--- config.mk ---
export PLATFORM = sky130hd
export DESIGN_NAME = mult_datapath
export DESIGN_NICKNAME = d
export VERILOG_FILES = /design/src/rtl/mult_pkg.sv /design/src/rtl/mult_datapath_sign_magnitude.sv /design/src/rtl/mult_datapath.sv
export SDC_FILE = /design/constraint.sdc
export NUM_CORES = 1
export LEC_CHECK = 0
export CAP_MARGIN = 30
export CORE_ASPECT_RATIO = 0.5
export CORE_MARGIN = 5
export CORE_UTILIZATION = 38
export CTS_CLUSTER_DIAMETER = 30
export DETAILED_ROUTE_END_ITERATION = 7
export MAX_ROUTING_LAYER = met4
export PLACE_DENSITY_LB_ADDON = 0.15
export SKIP_LAST_GASP = 1
export SYNTH_ARGS = -nofsm -noshare
export SYNTH_HDL_FRONTEND = slang
export SYNTH_SLANG_ARGS = --single-unit
--- constraint.sdc ---
create_clock -name clk -period 2.65 [get_ports clk]
set_input_delay 0.795 -clock clk [delete_from_list [all_inputs] [get_ports clk]]
set_output_delay 0.795 -clock clk [all_outputs]
set_load 0.03 [all_outputs]
--- src/rtl/mult_pkg.sv ---
// Shared types and constants for the signed shift-add multiplier datapath.
package mult_pkg;

  typedef enum logic [2:0] {
    S_IDLE   = 3'd0,
    S_LOAD   = 3'd1,
    S_LOADED = 3'd2,
    S_RUN    = 3'd3,
    S_FIX    = 3'd4,
    S_DONE   = 3'd5
  } state_e;

  localparam int WIDTH_DEF = 8;

  function automatic int cnt_w(input int w);
    return (w > 1) ? $clog2(w) : 1;
  endfunction

  localparam int CNT_W = cnt_w(WIDTH_DEF);

endpackage

--- src/rtl/mult_datapath_sign_magnitude.sv ---
// Conditional two's-complement negate: yields |val| at capture, or the
// signed result in the fix-up step when flip_i is set on a non-negative value.
module sign_magnitude #(
  parameter int W = 8
) (
  input  logic [W-1:0] val_i,
  input  logic         flip_i,
  output logic [W-1:0] out_o
);

  always_comb begin
    out_o = val_i;
    if (val_i[W-1] ^ flip_i)
      out_o = -val_i;
  end

endmodule

--- src/rtl/mult_datapath.sv ---
// Responder side of the multiplier handshake: operand capture, signed
// shift-add multiply over WIDTH iterations, and sign fix-up of the product.
module mult_datapath
  import mult_pkg::*;
#(
  parameter int WIDTH = WIDTH_DEF
) (
  input  logic               clk,
  input  logic               rst,
  input  logic               clr,
  input  logic               load_data,
  input  logic               mult_active,
  input  logic [WIDTH-1:0]   multiplicand_in,
  input  logic [WIDTH-1:0]   multiplier_in,
  output logic               loading_done,
  output logic               mult_done,
  output logic [2*WIDTH-1:0] product,
  output logic               busy
);

  localparam int PW = 2 * WIDTH;
  localparam int CW = cnt_w(WIDTH);

  state_e        state_q, state_d;
  logic [PW-1:0] mcand_q, mcand_d;
  logic [WIDTH-1:0] mplier_q, mplier_d;
  logic          neg_q, neg_d;
  logic [PW-1:0] acc_q, acc_d;
  logic [CW-1:0] cnt_q, cnt_d;
  logic [PW-1:0] prod_q, prod_d;
  logic          ld_q, md_q;

  logic [WIDTH-1:0] mag_a, mag_b;
  logic [PW-1:0]    fix_val;
  logic             capture;

  sign_magnitude #(.W(WIDTH)) u_mag_a (
    .val_i  (multiplicand_in),
    .flip_i (1'b0),
    .out_o  (mag_a)
  );

  sign_magnitude #(.W(WIDTH)) u_mag_b (
    .val_i  (multiplier_in),
    .flip_i (1'b0),
    .out_o  (mag_b)
  );

  // acc is a magnitude; gating on |acc_q keeps a zero result positive
  sign_magnitude #(.W(PW)) u_fix (
    .val_i  (acc_q),
    .flip_i (neg_q & (|acc_q)),
    .out_o  (fix_val)
  );

  always_comb begin
    state_d  = state_q;
    mcand_d  = mcand_q;
    mplier_d = mplier_q;
    neg_d    = neg_q;
    acc_d    = acc_q;
    cnt_d    = cnt_q;
    prod_d   = prod_q;
    capture  = 1'b0;
    unique case (state_q)
      S_IDLE, S_DONE: begin
        if (load_data) capture = 1'b1;
      end
      S_LOAD: state_d = S_LOADED;
      S_LOADED: begin
        if (mult_active) begin
          state_d = S_RUN;
          acc_d   = '0;
          cnt_d   = '0;
        end else if (!load_data) begin
          state_d = S_IDLE;
        end
      end
      S_RUN: begin
        if (load_data) begin
          capture = 1'b1;
        end else if (!mult_active) begin
          state_d = S_IDLE;
        end else begin
          if (mplier_q[0]) acc_d = acc_q + mcand_q;
          mcand_d  = mcand_q << 1;
          mplier_d = mplier_q >> 1;
          cnt_d    = cnt_q + 1'b1;
          if (cnt_q == CW'(WIDTH - 1)) state_d = S_FIX;
        end
      end
      S_FIX: begin
        prod_d  = fix_val;
        state_d = S_DONE;
      end
      default: state_d = S_IDLE;
    endcase
    if (capture) begin
      state_d  = S_LOAD;
      mcand_d  = {{WIDTH{1'b0}}, mag_a};
      mplier_d = mag_b;
      neg_d    = multiplicand_in[WIDTH-1] ^ multiplier_in[WIDTH-1];
    end
  end

  always_ff @(posedge clk or posedge rst) begin
    if (rst) begin
      state_q  <= S_IDLE;
      mcand_q  <= '0;
      mplier_q <= '0;
      neg_q    <= 1'b0;
      acc_q    <= '0;
      cnt_q    <= '0;
      prod_q   <= '0;
      ld_q     <= 1'b0;
      md_q     <= 1'b0;
    end else if (clr) begin
      state_q  <= S_IDLE;
      mcand_q  <= '0;
      mplier_q <= '0;
      neg_q    <= 1'b0;
      acc_q    <= '0;
      cnt_q    <= '0;
      prod_q   <= '0;
      ld_q     <= 1'b0;
      md_q     <= 1'b0;
    end else begin
      state_q  <= state_d;
      mcand_q  <= mcand_d;
      mplier_q <= mplier_d;
      neg_q    <= neg_d;
      acc_q    <= acc_d;
      cnt_q    <= cnt_d;
      prod_q   <= prod_d;
      ld_q     <= (state_d == S_LOADED);
      md_q     <= (state_d == S_DONE);
    end
  end

  assign loading_done = ld_q;
  assign mult_done    = md_q;
  assign product      = prod_q;
  assign busy         = (state_q == S_LOAD) || (state_q == S_LOADED) ||
                        (state_q == S_RUN);

endmodule

run_1/registers.png
Other sequential cells in the stronger gray, the rest of the logic in the fainter gray.
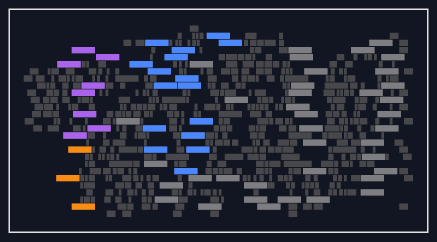
orange -> `cnt_q`  # sequential cells 3
purple -> `mplier_q`  # sequential cells 8
blue -> `mcand_q`  # sequential cells 16
final core occ: 47.8%
FF/Latch Area: 0.00163 mm²
Seq area share: 31.1%

run_1/gate_families.png
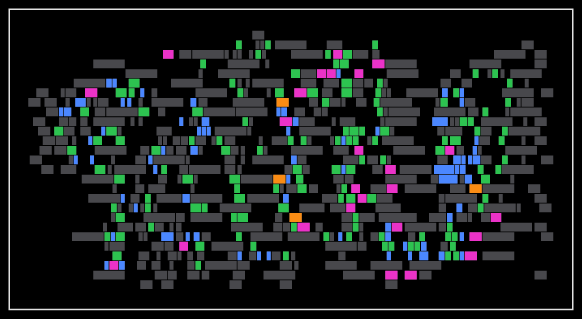
orange -> multiplexers  # cells 4, most used mux2i_1, where center
green -> inverting AOI/OAI gates  # cells 123, most used o21ai_0
magenta -> AND-OR and OR-AND gates  # cells 25, most used a21o_1
blue -> NOR gates  # cells 73, most used nor2_1
Comb/total area: 47.1%
Cell Count, Final, Fillers Out: 698
Commonest Layout Cell: nand2_1

==> impl_metrics.toml, run 1 <==
# physical design summary
[final_layout]
nMultiInputCombCells = 395
stdcell_area_mm2 = 0.00523
n_antenna_cell = 0
seq_cell_count = 65
mi_logic_area_mm2 = 0.00246
final_layout_top_logic_cells = "nand2_1, dfrtp_1, nor2_1"
fillCellCount = 1093
clock_buffers = 12
inverters = 13
drive_above_1_share_pct = 9.04

[yosys]
async_reset_ff_share_pct = 100
ys_seq_share_pct = 38.4
syn_area_mm2 = 0.00424
edf_count = 0
avgSynthCellArea_um2 = 8.54
mux_area_share_pct = 0.945
synth_cell_types = 64
synthesis.nets = 538
top_logic_kind = "AND-OR/OR-AND gates"
synthXorXnorAreaFrac_pct = 6.41
aoi_share_pct = 22.7
top_cell = "nand2_1"
syn_inst = 496
common_cells = "nand2_1, dfrtp_1, nor2_1, o21ai_0, a21oi_1"
ys_sh_simple_pct = 21.7
ys_ff = 65
yosysCellCount = 496
netlist_top_cells_area = "dfrtp_1, nand2_1, ha_1, o21ai_0, xnor2_1"

[floorplanning]
num_io_pins = 40
initCoreUtil_pct = 38.7

[global_routing]
antenna_found_initial = 0
grt_overflow = 0
grt_pass1_vias = 3488
gr-usage-met3_pct = 3.97
grt_pass1_wl_um = 17900
top_usage_layer = "met2"
use_met1_pct = 23.5

[route]
dr_wl_met2_um = 4490
viasPerCell = 5.33
highest_layer = "met4"
first_pass_iters = 4
drt_iter0_drc = 280

[timing]
finalMaxSlewViolations = 0
finalSetupViolations = 0
worst_pin_slew_ps = 507
maxSlewHeadroom_pct = 66.2
min_period_over_period_pct = 90.8
finalSetupTns_ps = 0
setup_slack_ps = 244
whs_ps = 477
hold_violations = 0

[setup_path]
reg2reg_to = "product[3]$_DFFE_PP0P_"
critical_path_required_ps = 1860
crit_path_cell_trace = "nor2_1, nor2_1, clkdlybuf4s50_1"
worstSetupPathType = "reg -> out"
critPathCaptureType = "output port"
reg2reg_from = "acc_q[1]$_DFFE_PP0P_"
crit_cells = 3
cp_max_fo = 3
r2r_slack_ps = 270
cp.arrival_ps = 1610
crit_path_end = "busy"
path_delay_family = "buffers and inverters"

[power]
top_power_group = "clock"
powerSeq_mw = 1.06
intPower_mw = 1.92
power_switching_share_pct = 23.8
p_switching_mw = 0.599
seq_power_share_pct = 41.9
p_comb_share_pct = 11.7
power_mw = 2.52
pg_clk_mw = 1.17

[place]
dp_cells = 683
post_dp_cell_area_mm2 = 0.00493

[clocking]
cts-resized-gates = 0
clk_pin_slew_ps = 50
cts.path.max_buffers = 2
htreeDepth = 3

[run_status]
status = "finished, final reports clean"

[min_path]
holdPathEnd = "product[6]$_DFFE_PP0P_"
hold_class = "reg -> reg"
min-delay-start = "product[6]$_DFFE_PP0P_"

[job]
cap_violations = 0
run_1/zoom.png
Region (15, 35) to (65, 85) µm. Cells in gray, sequential cells in the stronger gray; small squares are vias.
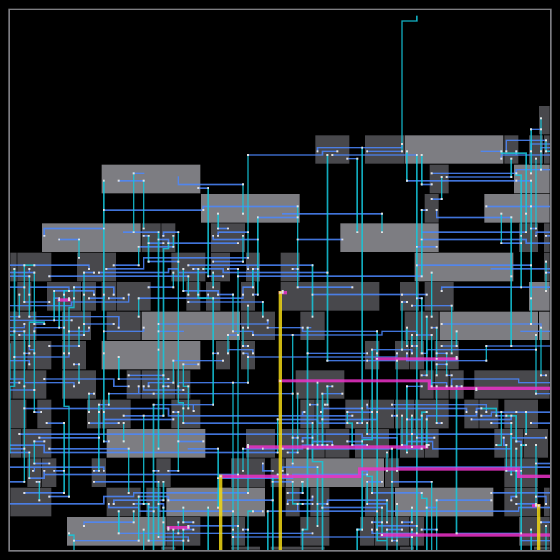
blue -> met1
magenta -> met3
cyan -> met2
yellow -> met4
cells with their middle in the window = 113
sequential cells in the window = 15
most frequent = nand2_1 (19), nor2_1 (15), dfrtp_1 (15)
netlist names of flops here include = `mplier_q` (8), `mcand_q` (6)

run_1/pdn.png
Pins as bars on the die edge.
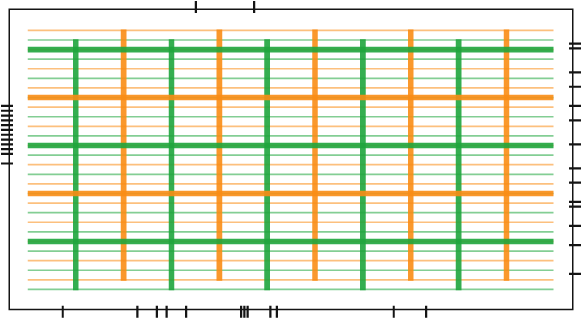
orange -> VDD
green -> VSS
met1 rails = 28
met5 straps = 5
rows = 27
met4 straps = 10
chip height: 84.7 µm
chip width: 159 µm
Core Region: 0.0109 mm²
Peak VDD IR: 0.211 mV

==> run 2, diff against run 1 <==
--- a/config.mk
+++ b/config.mk
@@ -8,7 +8,7 @@
 export CAP_MARGIN = 30
 export CORE_ASPECT_RATIO = 0.5
 export CORE_MARGIN = 5
-export CORE_UTILIZATION = 38
+export CORE_UTILIZATION = 58
 export CTS_CLUSTER_DIAMETER = 30
 export DETAILED_ROUTE_END_ITERATION = 7
 export MAX_ROUTING_LAYER = met4
==> constraint.sdc (replaced) <==
create_clock -name clk -period 2.5 [get_ports clk]
set_input_delay 0.75 -clock clk [delete_from_list [all_inputs] [get_ports clk]]
set_output_delay 0.75 -clock clk [all_outputs]
set_load 0.03 [all_outputs]
run_2/gate_families.png
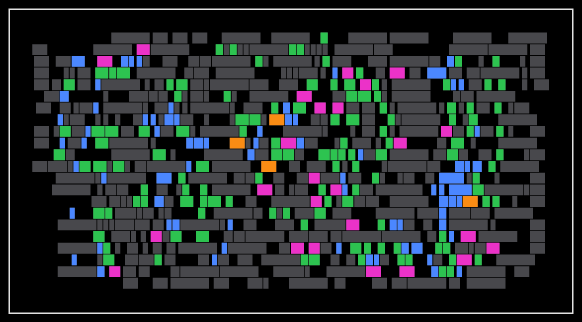
blue -> NOR gates  # cells 73, most used nor2_1
orange -> multiplexers  # cells 4, most used mux2i_1, where center
green -> inverting AOI/OAI gates  # cells 123, most used o21ai_0
magenta -> AND-OR and OR-AND gates  # cells 25, most used a21o_1
Comb/total area: 47.3%
Cell Count, Final, Fillers Out: 656

run_2/registers.png
Other sequential cells in the stronger gray, the rest of the logic in the fainter gray.
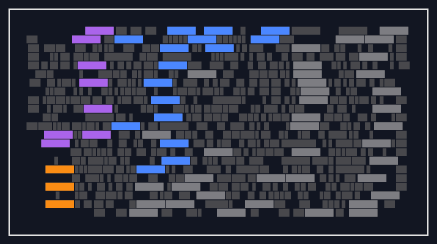
Seq area share: 31.2%
Seq group: 1.12 mW
final core occ: 72.2%

==> run 2 against run 1 <==
Against the previous run: global-route usage grew 7.5 points; combinational power grew 6%; first-iteration DRC count down 15%; critical path type unchanged; largest cell class unchanged.
==> impl_metrics.toml, run 2 <==
# physical design summary
[place]
dp_cells = 641

[power]
seq_power_share_pct = 41.9
top_power_group = "clock"
power_mw = 2.67
power_switching_share_pct = 23.7
pg_clk_mw = 1.24
p_comb_share_pct = 11.7
ir_drop_mv = 0.299

[run_status]
status = "finished, final reports clean"

[yosys]
synthesis.nets = 538
ys_seq_share_pct = 38.4
common_cells = "nand2_1, dfrtp_1, nor2_1, o21ai_0, a21oi_1"
yosysCellCount = 496
syn_area_mm2 = 0.00424
aoi_share_pct = 22.7
ys_ff = 65
top_logic_kind = "AND-OR/OR-AND gates"
edf_count = 0

[floorplanning]
die.size.y_um = 70.4
fp.coreArea_mm2 = 0.00721
die_w_um = 131
num_io_pins = 40

[final_layout]
final_layout_top_logic_cells = "nand2_1, dfrtp_1, nor2_1"
n_antenna_cell = 0
nMultiInputCombCells = 395
clock_buffers = 12
drive_above_1_share_pct = 10.2

[global_routing]
top_usage_layer = "met2"
antenna_found_initial = 0
grt_overflow = 0
grt_pass1_wl_um = 17200
use_met1_pct = 33.2

[min_path]
holdPathEnd = "product[8]$_DFFE_PP0P_"
hold_class = "reg -> reg"

[timing]
finalSetupViolations = 0
whs_ps = 471
hold_violations = 0
finalMaxSlewViolations = 0
min_period_over_period_pct = 95.1
maxSlewHeadroom_pct = 61.8
setup_slack_ps = 121

[setup_path]
reg2reg_to = "acc_q[15]$_DFFE_PP0P_"
crit_path_end = "busy"
cp.arrival_ps = 1630
crit_cells = 3
critPathCaptureType = "output port"

[route]
dr_wl_met2_um = 4630
highest_layer = "met4"

[clocking]
htreeDepth = 3
cts-resized-gates = 0
==> run 3, diff against run 2 <==
--- a/config.mk
+++ b/config.mk
@@ -17,3 +17,4 @@
 export SYNTH_ARGS = -nofsm -noshare
 export SYNTH_HDL_FRONTEND = slang
 export SYNTH_SLANG_ARGS = --single-unit
+export TNS_END_PERCENT = 100
run_3/final_clocks.png
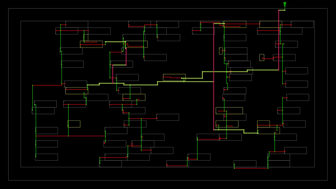
Late-Pin Clk Latency: 330 ps
CTS sink cnt: 65
Layout Skew: 5.97 ps

run_3/pdn.png
Pins as bars on the die edge.
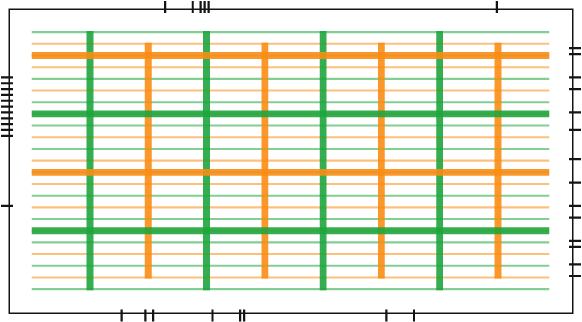
orange -> VDD
green -> VSS
signal pins = 40
met1 rails = 23
rows = 22
chip width: 131 µm
Peak VDD IR: 0.299 mV
chip height: 70.4 µm
Core Region: 0.00721 mm²

==> run 3 against run 2 <==
Against the previous run: die size stayed put; clock skew stayed put; via count unchanged; wire length unchanged; design area unchanged; fmax did not move; sequential share of layout area did not move; final cell count did not move; sequential power is essentially flat; area after synthesis unchanged; combinational power hardly changed; hold slack is the same.
==> impl_metrics.toml, run 3 <==
# physical design summary
[final_layout]
nMultiInputCombCells = 395
ff_latch_area_mm2 = 0.00163
drive_above_1_share_pct = 10.2
comb_share_pct = 47.3
clock_buffers = 12
fillCellCount = 595
final_layout_top_logic_cells = "nand2_1, dfrtp_1, nor2_1"
n_antenna_cell = 0
fin_util_pct = 72.2
final_common_cell = "nand2_1"
seq_share_pct = 31.2

[power]
top_power_group = "clock"
power_mw = 2.67
pg_clk_mw = 1.24
seq_power_share_pct = 41.9
p_comb_share_pct = 11.7
power_switching_share_pct = 23.7
powerSeq_mw = 1.12
power_density_mw_per_mm2 = 512

[route]
highest_layer = "met4"
dr_wl_met2_um = 4630
met3_length_um = 537
wl_met1_um = 4830

[yosys]
syn_area_mm2 = 0.00424
ys_ff = 65
aoi_share_pct = 22.7
common_cells = "nand2_1, dfrtp_1, nor2_1, o21ai_0, a21oi_1"
yosysCellCount = 496
edf_count = 0
ys_seq_share_pct = 38.4
top_logic_kind = "AND-OR/OR-AND gates"
synthesis.nets = 538
adder_share_pct = 6.38

[timing]
hold_violations = 0
whs_ps = 471
maxSlewHeadroom_pct = 61.8
min_period_over_period_pct = 95.1
finalMaxSlewViolations = 0
setup_slack_ps = 121

[setup_path]
crit_path_end = "busy"
critical_path_required_ps = 1750
reg2reg_to = "acc_q[15]$_DFFE_PP0P_"
critPathCaptureType = "output port"
crit_cells = 3
crit_slowest_cell = "clkdlybuf4s50_1"
cp.arrival_ps = 1630

[global_routing]
grt_overflow = 0
grt_pass1_wl_um = 17200
top_usage_layer = "met2"
gr-usage-met3_pct = 5.12
use_met1_pct = 33.2
antenna_found_initial = 0

[place]
dp_cells = 641
port_buffers = 39

[clocking]
cts-resized-gates = 0
htreeDepth = 3
root_buffer = "clkbuf_16"

[min_path]
hold_class = "reg -> reg"

[run_status]
status = "finished, final reports clean"

[floorplanning]
num_io_pins = 40

[job]
warnings = 26
Power and IR drop assume default switching activity.
